## src/rtl/decoder_unit_pipe_if.sv

```systemverilog
// Decoder handshake bundle: upstream instruction/regfile side plus downstream decoded-bundle side.
// slave = decoder view, master = environment view.
interface decoder_unit_pipe_if #(
  parameter int XLEN  = 64,
  parameter int PID_W = 2
);
  logic              flush_i;
  logic              valid_i;
  logic              ready_o;
  logic [PID_W-1:0]  pID_i;
  logic [31:0]       inst_i;
  logic [4:0]        rs1Addr_o;
  logic [4:0]        rs2Addr_o;
  logic              rs1ReadEnable_o;
  logic              rs2ReadEnable_o;
  logic [XLEN-1:0]   rs1ReadData_i;
  logic [XLEN-1:0]   rs2ReadData_i;
  logic              valid_o;
  logic              ready_i;
  logic [4:0]        rdAddr_o;
  logic              rdWriteEnable_o;
  logic [XLEN-1:0]   rs1ReadData_o;
  logic [XLEN-1:0]   rs2ReadData_o;
  logic [XLEN-1:0]   imm_o;
  logic [6:0]        opCode_o;
  logic [2:0]        funct3_o;
  logic [6:0]        funct7_o;
  logic [5:0]        shamt_o;
  logic              illegal_o;
  logic [PID_W-1:0]  pID_o;

  modport slave (
    input  flush_i, valid_i, pID_i, inst_i, rs1ReadData_i, rs2ReadData_i, ready_i,
    output ready_o, rs1Addr_o, rs2Addr_o, rs1ReadEnable_o, rs2ReadEnable_o,
           valid_o, rdAddr_o, rdWriteEnable_o, rs1ReadData_o, rs2ReadData_o, imm_o,
           opCode_o, funct3_o, funct7_o, shamt_o, illegal_o, pID_o
  );

  modport master (
    output flush_i, valid_i, pID_i, inst_i, rs1ReadData_i, rs2ReadData_i, ready_i,
    input  ready_o, rs1Addr_o, rs2Addr_o, rs1ReadEnable_o, rs2ReadEnable_o,
           valid_o, rdAddr_o, rdWriteEnable_o, rs1ReadData_o, rs2ReadData_o, imm_o,
           opCode_o, funct3_o, funct7_o, shamt_o, illegal_o, pID_o
  );
endinterface

```

## src/rtl/decoder_unit_pipe.sv

```systemverilog
// RISC-V decode stage: combinational regfile addressing, 1-cycle registered bundle out.
// Main+skid register pair; ready_o is registered (!skid valid), so no path from ready_i.
module decoder_unit_pipe #(
  parameter int XLEN    = 64,
  parameter int PID_W   = 2,
  parameter bit RV64_EN = 1'b1
) (
  input  logic               clk,
  input  logic               rst,
  decoder_unit_pipe_if.slave bus
);

  localparam logic [6:0] OPC_LUI       = 7'b0110111;
  localparam logic [6:0] OPC_AUIPC     = 7'b0010111;
  localparam logic [6:0] OPC_JAL       = 7'b1101111;
  localparam logic [6:0] OPC_JALR      = 7'b1100111;
  localparam logic [6:0] OPC_BRANCH    = 7'b1100011;
  localparam logic [6:0] OPC_LOAD      = 7'b0000011;
  localparam logic [6:0] OPC_STORE     = 7'b0100011;
  localparam logic [6:0] OPC_OP_IMM    = 7'b0010011;
  localparam logic [6:0] OPC_OP        = 7'b0110011;
  localparam logic [6:0] OPC_SYSTEM    = 7'b1110011;
  localparam logic [6:0] OPC_OP_IMM_32 = 7'b0011011;
  localparam logic [6:0] OPC_OP_32     = 7'b0111011;
  localparam logic [6:0] OPC_AMO       = 7'b0101111;
  localparam logic [6:0] OPC_OP_FP     = 7'b1010011;

  typedef struct packed {
    logic [4:0]       rd_addr;
    logic             rd_we;
    logic [XLEN-1:0]  rs1_dat;
    logic [XLEN-1:0]  rs2_dat;
    logic [XLEN-1:0]  imm;
    logic [6:0]       opcode;
    logic [2:0]       funct3;
    logic [6:0]       funct7;
    logic [5:0]       shamt;
    logic             illegal;
    logic [PID_W-1:0] pid;
  } bundle_t;

  logic [31:0]     inst;
  logic [6:0]      opc;
  logic [2:0]      f3;
  logic [6:0]      f7;
  logic [XLEN-1:0] imm_i, imm_s, imm_b, imm_j, imm_u;

  assign inst  = bus.inst_i;
  assign opc   = inst[6:0];
  assign f3    = inst[14:12];
  assign f7    = inst[31:25];
  assign imm_i = {{(XLEN-12){inst[31]}}, inst[31:20]};
  assign imm_s = {{(XLEN-12){inst[31]}}, inst[31:25], inst[11:7]};
  assign imm_b = {{(XLEN-13){inst[31]}}, inst[31], inst[7], inst[30:25], inst[11:8], 1'b0};
  assign imm_j = {{(XLEN-21){inst[31]}}, inst[31], inst[19:12], inst[20], inst[30:21], 1'b0};
  assign imm_u = {{(XLEN-20){inst[31]}}, inst[31:12]};

  logic            legal, rs1_en, rs2_en, rd_cls, rd_wr, sys_rw, is_shift;
  logic [XLEN-1:0] imm_dec;
  logic [5:0]      shamt_dec;

  always_comb begin
    legal     = 1'b0;
    rs1_en    = 1'b0;
    rs2_en    = 1'b0;
    rd_cls    = 1'b0;
    rd_wr     = 1'b0;
    imm_dec   = '0;
    shamt_dec = '0;
    // CSR forms that read rs1 and write rd; ECALL/EBREAK-style funct3 000/100 do neither
    sys_rw    = (f3 != 3'b000) && (f3 != 3'b100);
    is_shift  = ((f3 == 3'b001) && (inst[31:26] == 6'b000000)) ||
                ((f3 == 3'b101) && ((inst[31:26] == 6'b000000) || (inst[31:26] == 6'b010000)));
    if (inst[1:0] == 2'b11) begin
      case (opc)
        OPC_LUI, OPC_AUIPC: begin legal = 1'b1; rd_cls = 1'b1; rd_wr = 1'b1; imm_dec = imm_u; end
        OPC_JAL:    begin legal = 1'b1; rd_cls = 1'b1; rd_wr = 1'b1; imm_dec = imm_j; end
        OPC_JALR:   begin legal = 1'b1; rs1_en = 1'b1; rd_cls = 1'b1; rd_wr = 1'b1; imm_dec = imm_i; end
        OPC_BRANCH: begin legal = 1'b1; rs1_en = 1'b1; rs2_en = 1'b1; imm_dec = imm_b; end
        OPC_LOAD:   begin legal = 1'b1; rs1_en = 1'b1; imm_dec = imm_i; end
        OPC_STORE:  begin legal = 1'b1; rs1_en = 1'b1; rs2_en = 1'b1; imm_dec = imm_s; end
        OPC_OP_IMM: begin
          legal = 1'b1; rs1_en = 1'b1; rd_cls = 1'b1; rd_wr = 1'b1; imm_dec = imm_i;
          if (is_shift) begin
            shamt_dec = inst[25:20];
            if ((XLEN == 32) && inst[25]) legal = 1'b0;
          end
        end
        // M-extension results come back through the multiplier's own write port
        OPC_OP:     begin legal = 1'b1; rs1_en = 1'b1; rs2_en = 1'b1; rd_cls = 1'b1; rd_wr = (f7 != 7'b0000001); end
        OPC_SYSTEM: begin legal = 1'b1; rs1_en = sys_rw; rd_cls = sys_rw; rd_wr = sys_rw; imm_dec = imm_i; end
        OPC_OP_IMM_32: begin legal = RV64_EN; rs1_en = 1'b1; rd_cls = 1'b1; rd_wr = 1'b1; imm_dec = imm_i; end
        OPC_OP_32:  begin legal = RV64_EN; rs1_en = 1'b1; rs2_en = 1'b1; rd_cls = 1'b1; rd_wr = (f7 != 7'b0000001); end
        OPC_AMO, OPC_OP_FP: begin legal = 1'b1; rs1_en = 1'b1; rs2_en = 1'b1; rd_cls = 1'b1; rd_wr = 1'b1; end
        default: ;
      endcase
    end
    if (!legal) begin
      rs1_en    = 1'b0;
      rs2_en    = 1'b0;
      rd_cls    = 1'b0;
      rd_wr     = 1'b0;
      imm_dec   = '0;
      shamt_dec = '0;
    end
  end

  logic [4:0] rd_addr;
  assign rd_addr             = rd_cls ? inst[11:7] : 5'd0;
  assign bus.rs1ReadEnable_o = rs1_en;
  assign bus.rs2ReadEnable_o = rs2_en;
  assign bus.rs1Addr_o       = rs1_en ? inst[19:15] : 5'd0;
  assign bus.rs2Addr_o       = rs2_en ? inst[24:20] : 5'd0;

  bundle_t dec_b;
  always_comb begin
    dec_b         = '0;
    dec_b.rd_addr = rd_addr;
    dec_b.rd_we   = rd_wr && (rd_addr != 5'd0);
    dec_b.rs1_dat = bus.rs1ReadData_i;
    dec_b.rs2_dat = bus.rs2ReadData_i;
    dec_b.imm     = imm_dec;
    dec_b.opcode  = opc;
    dec_b.funct3  = f3;
    dec_b.funct7  = f7;
    dec_b.shamt   = shamt_dec;
    dec_b.illegal = !legal;
    dec_b.pid     = bus.pID_i;
  end

  bundle_t m_q, m_d, s_q, s_d;
  logic    m_vld_q, m_vld_d, s_vld_q, s_vld_d;
  logic    acc, fire;

  assign acc  = bus.valid_i && !s_vld_q;
  assign fire = m_vld_q && bus.ready_i;

  always_comb begin
    m_d     = m_q;
    s_d     = s_q;
    m_vld_d = m_vld_q;
    s_vld_d = s_vld_q;
    if (bus.flush_i) begin
      m_vld_d = 1'b0;
      s_vld_d = 1'b0;
    end else if (fire) begin
      if (s_vld_q) begin
        m_d     = s_q;
        m_vld_d = 1'b1;
        s_vld_d = acc;
        if (acc) s_d = dec_b;
      end else begin
        m_vld_d = acc;
        if (acc) m_d = dec_b;
      end
    end else if (acc) begin
      if (!m_vld_q) begin
        m_d     = dec_b;
        m_vld_d = 1'b1;
      end else begin
        s_d     = dec_b;
        s_vld_d = 1'b1;
      end
    end
  end

  always_ff @(posedge clk) begin
    if (!rst) begin
      m_vld_q <= 1'b0;
      s_vld_q <= 1'b0;
      m_q     <= '0;
      s_q     <= '0;
    end else begin
      m_vld_q <= m_vld_d;
      s_vld_q <= s_vld_d;
      m_q     <= m_d;
      s_q     <= s_d;
    end
  end

  assign bus.ready_o         = !s_vld_q;
  assign bus.valid_o         = m_vld_q;
  assign bus.rdAddr_o        = m_q.rd_addr;
  assign bus.rdWriteEnable_o = m_q.rd_we;
  assign bus.rs1ReadData_o   = m_q.rs1_dat;
  assign bus.rs2ReadData_o   = m_q.rs2_dat;
  assign bus.imm_o           = m_q.imm;
  assign bus.opCode_o        = m_q.opcode;
  assign bus.funct3_o        = m_q.funct3;
  assign bus.funct7_o        = m_q.funct7;
  assign bus.shamt_o         = m_q.shamt;
  assign bus.illegal_o       = m_q.illegal;
  assign bus.pID_o           = m_q.pid;

endmodule

```

## src/flat_wrapper.sv

```systemverilog
// flat-port wrapper written by rule: the top's interface ports become plain ports
module decoder_unit_pipe_flat 
#(
  parameter int XLEN    = 64,
  parameter int PID_W   = 2,
  parameter bit RV64_EN = 1'b1
)
  (clk, rst, bus_flush_i, bus_valid_i, bus_pID_i, bus_inst_i, bus_rs1ReadData_i, bus_rs2ReadData_i, bus_ready_i, bus_ready_o, bus_rs1Addr_o, bus_rs2Addr_o, bus_rs1ReadEnable_o, bus_rs2ReadEnable_o, bus_valid_o, bus_rdAddr_o, bus_rdWriteEnable_o, bus_rs1ReadData_o, bus_rs2ReadData_o, bus_imm_o, bus_opCode_o, bus_funct3_o, bus_funct7_o, bus_shamt_o, bus_illegal_o, bus_pID_o);
  decoder_unit_pipe_if #(.XLEN(XLEN), .PID_W(PID_W)) bus_i ();
  input  logic clk;
  input  logic rst;
  input wire logic [$bits(bus_i.flush_i)-1:0] bus_flush_i;
  input wire logic [$bits(bus_i.valid_i)-1:0] bus_valid_i;
  input wire logic [$bits(bus_i.pID_i)-1:0] bus_pID_i;
  input wire logic [$bits(bus_i.inst_i)-1:0] bus_inst_i;
  input wire logic [$bits(bus_i.rs1ReadData_i)-1:0] bus_rs1ReadData_i;
  input wire logic [$bits(bus_i.rs2ReadData_i)-1:0] bus_rs2ReadData_i;
  input wire logic [$bits(bus_i.ready_i)-1:0] bus_ready_i;
  output wire logic [$bits(bus_i.ready_o)-1:0] bus_ready_o;
  output wire logic [$bits(bus_i.rs1Addr_o)-1:0] bus_rs1Addr_o;
  output wire logic [$bits(bus_i.rs2Addr_o)-1:0] bus_rs2Addr_o;
  output wire logic [$bits(bus_i.rs1ReadEnable_o)-1:0] bus_rs1ReadEnable_o;
  output wire logic [$bits(bus_i.rs2ReadEnable_o)-1:0] bus_rs2ReadEnable_o;
  output wire logic [$bits(bus_i.valid_o)-1:0] bus_valid_o;
  output wire logic [$bits(bus_i.rdAddr_o)-1:0] bus_rdAddr_o;
  output wire logic [$bits(bus_i.rdWriteEnable_o)-1:0] bus_rdWriteEnable_o;
  output wire logic [$bits(bus_i.rs1ReadData_o)-1:0] bus_rs1ReadData_o;
  output wire logic [$bits(bus_i.rs2ReadData_o)-1:0] bus_rs2ReadData_o;
  output wire logic [$bits(bus_i.imm_o)-1:0] bus_imm_o;
  output wire logic [$bits(bus_i.opCode_o)-1:0] bus_opCode_o;
  output wire logic [$bits(bus_i.funct3_o)-1:0] bus_funct3_o;
  output wire logic [$bits(bus_i.funct7_o)-1:0] bus_funct7_o;
  output wire logic [$bits(bus_i.shamt_o)-1:0] bus_shamt_o;
  output wire logic [$bits(bus_i.illegal_o)-1:0] bus_illegal_o;
  output wire logic [$bits(bus_i.pID_o)-1:0] bus_pID_o;
  assign bus_i.flush_i = bus_flush_i;
  assign bus_i.valid_i = bus_valid_i;
  assign bus_i.pID_i = bus_pID_i;
  assign bus_i.inst_i = bus_inst_i;
  assign bus_i.rs1ReadData_i = bus_rs1ReadData_i;
  assign bus_i.rs2ReadData_i = bus_rs2ReadData_i;
  assign bus_i.ready_i = bus_ready_i;
  assign bus_ready_o = bus_i.ready_o;
  assign bus_rs1Addr_o = bus_i.rs1Addr_o;
  assign bus_rs2Addr_o = bus_i.rs2Addr_o;
  assign bus_rs1ReadEnable_o = bus_i.rs1ReadEnable_o;
  assign bus_rs2ReadEnable_o = bus_i.rs2ReadEnable_o;
  assign bus_valid_o = bus_i.valid_o;
  assign bus_rdAddr_o = bus_i.rdAddr_o;
  assign bus_rdWriteEnable_o = bus_i.rdWriteEnable_o;
  assign bus_rs1ReadData_o = bus_i.rs1ReadData_o;
  assign bus_rs2ReadData_o = bus_i.rs2ReadData_o;
  assign bus_imm_o = bus_i.imm_o;
  assign bus_opCode_o = bus_i.opCode_o;
  assign bus_funct3_o = bus_i.funct3_o;
  assign bus_funct7_o = bus_i.funct7_o;
  assign bus_shamt_o = bus_i.shamt_o;
  assign bus_illegal_o = bus_i.illegal_o;
  assign bus_pID_o = bus_i.pID_o;
  decoder_unit_pipe #(.XLEN(XLEN), .PID_W(PID_W), .RV64_EN(RV64_EN)) u_core (.clk(clk), .rst(rst), .bus(bus_i));
endmodule
```

## config.mk

```make
export PLATFORM = sky130hd
export DESIGN_NAME = decoder_unit_pipe_flat
export DESIGN_NICKNAME = d
export VERILOG_FILES = /design/src/rtl/decoder_unit_pipe_if.sv /design/src/rtl/decoder_unit_pipe.sv /design/src/flat_wrapper.sv
export SDC_FILE = /design/constraint.sdc
export NUM_CORES = 1
export LEC_CHECK = 0
export CORE_UTILIZATION = 44
export DETAILED_ROUTE_END_ITERATION = 12
export GPL_TIMING_DRIVEN = 0
export PLACE_DENSITY = 0.77
export RECOVER_POWER = 50
export SLEW_MARGIN = 20
export SYNTH_ARGS = -nofsm -noshare
export SYNTH_HDL_FRONTEND = slang
export SYNTH_SLANG_ARGS = --single-unit
```

## constraint.sdc

```tcl
create_clock -name clk -period 1.9 [get_ports clk]
set_input_delay 0.38 -clock clk [delete_from_list [all_inputs] [get_ports clk]]
set_output_delay 0.38 -clock clk [all_outputs]
set_load 0.005 [all_outputs]
```

==> images/metal_density.png <==
38 x 38 tiles, from dark blue (low) to red (high), scaled to the fullest tile. Values are wire area over tile area, all layers added.
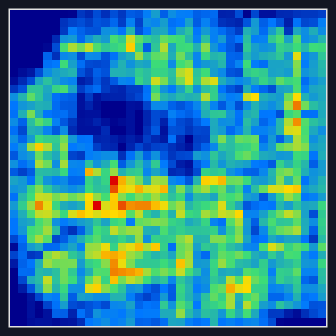
nearly empty tiles: 5.1%
fullest tile: 0.78
mean over tiles: 0.28
tiles over half the peak: 21%
emptiest ninth of the die: north-west
gr usage total: 31.39%
via count: 16438
drt total wl: 57440 µm
wire per inst: 19.70 µm

==> images/clk_routes.png <==
The bar under the picture is 50 µm long.
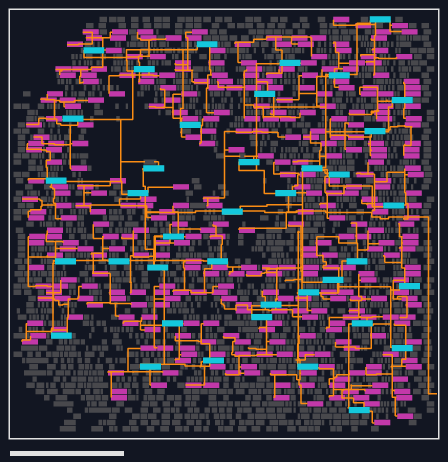
[orange] clock wires | length: 4310 µm
[magenta] flip-flops | count: 364
[cyan] clock drivers | count: 39
flops lie: spread over the die
Setup Skew: 0.01786 ns
P_clk: 7.62 mW

==> Changelog: implementation <==
## Implementation

- Worst-path cell chain: buf_8 -> buf_6 -> buf_8 -> nand3b_1 -> a21oi_2 -> o211ai_1 -> buf_4 -> nand4bb_4 -> buf_6 -> and2_4 -> buf_6
- Syn Inst Count: 1949
- Final setup vio count: roughly 55
- Top cell by count, worst path: buf_6
- Static Leak: approximately 8.5 nW
- Global-route wire length before repair: approximately 88000 µm
- Top-area cell share: approximately 48%
- Number of max-cap violations: 0
- Worst-path maximum fanout: 6
- Layout cells sized above 1: 15.50%
- Final tally of max-slew violations: 0
- GP Congestion: just over 0.9
- Crit-path slowest cell: o211ai_1
- Unrepaired setup endpoints after global routing: true
- Clock sinks: 364
- Largest net degree at the start of global routing: 14
- Ys cells: about 1900
- Min Hold Slack: ~0.20 ns
- Half-perimeter wire length after placement: between 40000 and 50000 µm
- Synth flops: between 300 and 400
- PnR worst setup slack: -0.3295 ns
- Fin crit share: 117.3%
- Delay-heaviest family, CP: buffers and inverters
- Yosys stat chip area: about 15000 µm²
- Final net count: roughly 2600
- Worst Max-Slew Pin Slew: between 0.7 and 0.8 ns
- Sw frac: 24.64%
- Outcome: finished, violations left
- Clk pwr share: 41.9%
- Postcts setup bufs: 42
- Synth Seq Share: 48.00%
- Hold depth: 3
- Worst vdd ir: 611.9 µV
- OpenROAD warning count: 29
- Vias in the first global route: between 15000 and 20000
- Grt met1 use: 38.75%
- DRT antenna net count: 0
- Syn Area/Cell: ~7.8 µm²
- Uppermost routed layer: met4
- Total congestion overflow: 0
- Area Overhead vs Synth: 45.03%
- I/O pin cnt: about 410
- Crit path depth: 11
- Post-Syn Area: 15180 µm²
- Resized Gates After CTS: 319
- Pre-antenna DRT Iters: 6
- Pre-Place Util: a little under half
- Most area-hungry cell type in the Yosys netlist: dfxtp_1
- Switching power: 4.482 mW
- Setup TNS: -4.788 ns
- Worst min path class: input pin to flip-flop
- Worst EP required: between 1.5 and 2 ns
- Seq pwr share: 44.5%
- Worst r2r path cells: 7
- Failing checks: setup timing
- Comb power frac: a little over an eighth
- Buffers on Ports: roughly 400
- CP startpoint kind: input pin
- Worst path bufs/invs: 6
- Residual DRC count: 0
- Setup crit end kind: output pin
- Die width: approximately 190 µm
- Top cells, area: dfxtp_1 48%, nand2_1 15%, a311oi_1 8.4%
- Minimum clock period: roughly 2.2 ns
- CTS tree: built
- Asr flop ratio synth: 0%
- Setup CP Type: input pin to output pin
- Clock root buffer: clkbuf_16
- Arrival @ worst endpoint: around 1.9 ns
- Layer with the highest usage: met2
- Synthesis warning total: 0
- Met3 wire length: 5394 µm
- Clock slew at reported path FFs: ~0.06 ns
- Distinct cells, synth: ~57
==> images/placement_by_type.png <==
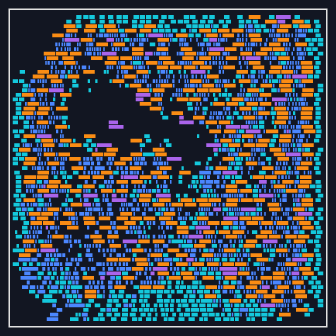
[orange] sequential cells | cells: 364
[purple] clock drivers and dummy loads | cells: 69
[cyan] remaining buffers and delay cells | cells: 664
[blue] combinational and other logic | cells: 1368
# rows: 67
Finished Cell Area: 22020 µm²
Core Util, Final: 65.34%

==> images/clocks.png <==
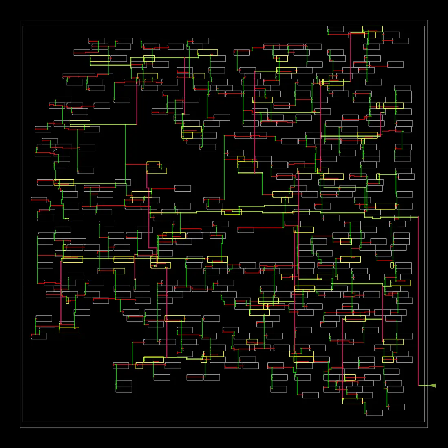
total CTS buffers: 39
clk_lat worst skew: 0.55 ns
clock tree buffer count of the final layout: 61
FFs & Latches: 364

flip-flops by register name, summed over array words and instances (netlist names):
register,cells
u_core.bus.funct7_o,7
u_core.bus.pID_o,2
u_core.bus.rs2ReadData_o,64
u_core.bus.opCode_o,7
u_core.bus.funct3_o,3
u_core.bus.valid_o,1
u_core.bus.illegal_o,1
u_core.bus.imm_o,21
u_core.s_vld_q,1
u_core.bus.shamt_o,6
u_core.s_q,181
u_core.bus.rdAddr_o,5
u_core.bus.rdWriteEnable_o,1
u_core.bus.rs1ReadData_o,64
cells in the mapped netlist, drive strengths merged, types with 10 or more instances:
cell    number
buf        124
nand2      605
nor3        15
a21oi      215
dfxtp      364
nor2       181
and2        11
a311oi     146
and3        10
nand3       29
o21ai       42
clkbuf      93
area by class of cell:
class,instances,area (µm²)
tap,448,560.5
clock buffer,61,1200
multi-input combinational,1360,6993
timing repair buffer,449,4420
clock inverter,8,93.84
fill,2829,11680
inverter,8,30.03
buffer,215,1426
antenna,2,5.005
sequential,364,7289
kinds of logic (layout without fill, tap and decap cells):
family | Yosys count | after routing | share of synthesized area (%)
AOI/OAI and AO/OA | 479 | 479 | 21.14
xor gates and xnor gates | 1 | 1 | 0.05770
muxes | 3 | 3 | 0.2143
other | 0 | 2 | 0
and+or+nand+nor | 877 | 877 | 23.31
buffers and inverters | 225 | 741 | 7.285
DFF | 364 | 364 | 48.00
path summary, 6_finish.rpt:
path / from / end / slack, ns
worst max-delay path: bus_inst_i[2] / bus_rs1Addr_o[0] / -0.33
worst min-delay path: bus_inst_i[1] / u_core.s_q[20] / 0.20
worst max register to register: u_core.bus.valid_o / u_core.s_q[2] / -0.04
worst min register to register: u_core.s_q[8] / u_core.s_q[8] / 0.45
per-stage QoR:
stage | cell area, µm² | setup slack [ns] | power [mW]
6_report | 22020 | -0.3295 | 18.19
5_1_grt | 22020 | -0.4024 | 18.72
4_1_cts | 21910 | -0.2845 | 18.24
3_5_place_dp | 19790 | -1.469 | 10.55
3_3_place_gp | 19790 | -1.439 | 10.51
2_1_floorplan | 15220 | -0.03691 | 9.133
power by group through the flow:
stage / Combinational, mW / Clock, mW / Sequential [mW]
after floorplan: 0.880 / 0 / 8.25
after global placement: 2.25 / 0 / 8.26
after detailed placement: 2.27 / 0 / 8.27
after CTS: 2.49 / 7.65 / 8.10
after global routing: 2.64 / 7.97 / 8.12
final: 2.48 / 7.62 / 8.09
placed cells by master, fill, tap and decap left out, types with 12 or more instances in the layout:
| cell | Yosys | routed |
|---|---|---|
| buf_2 | 74 | 36 |
| clkbuf_16 | 0 | 41 |
| a21oi_1 | 215 | 211 |
| a311oi_1 | 146 | 142 |
| nor2_1 | 181 | 180 |
| nand3_1 | 29 | 27 |
| buf_6 | 0 | 66 |
| dlygate4sd3_1 | 0 | 95 |
| clkbuf_2 | 0 | 44 |
| o21ai_0 | 42 | 40 |
| buf_4 | 45 | 84 |
| nand2_1 | 605 | 602 |
| clkbuf_1 | 93 | 58 |
| clkbuf_8 | 0 | 12 |
| dfxtp_1 | 364 | 362 |
| clkdlybuf4s50_1 | 0 | 241 |
| clkbuf_4 | 0 | 26 |
No activity file was given, so power comes from the tool's default toggle rates.
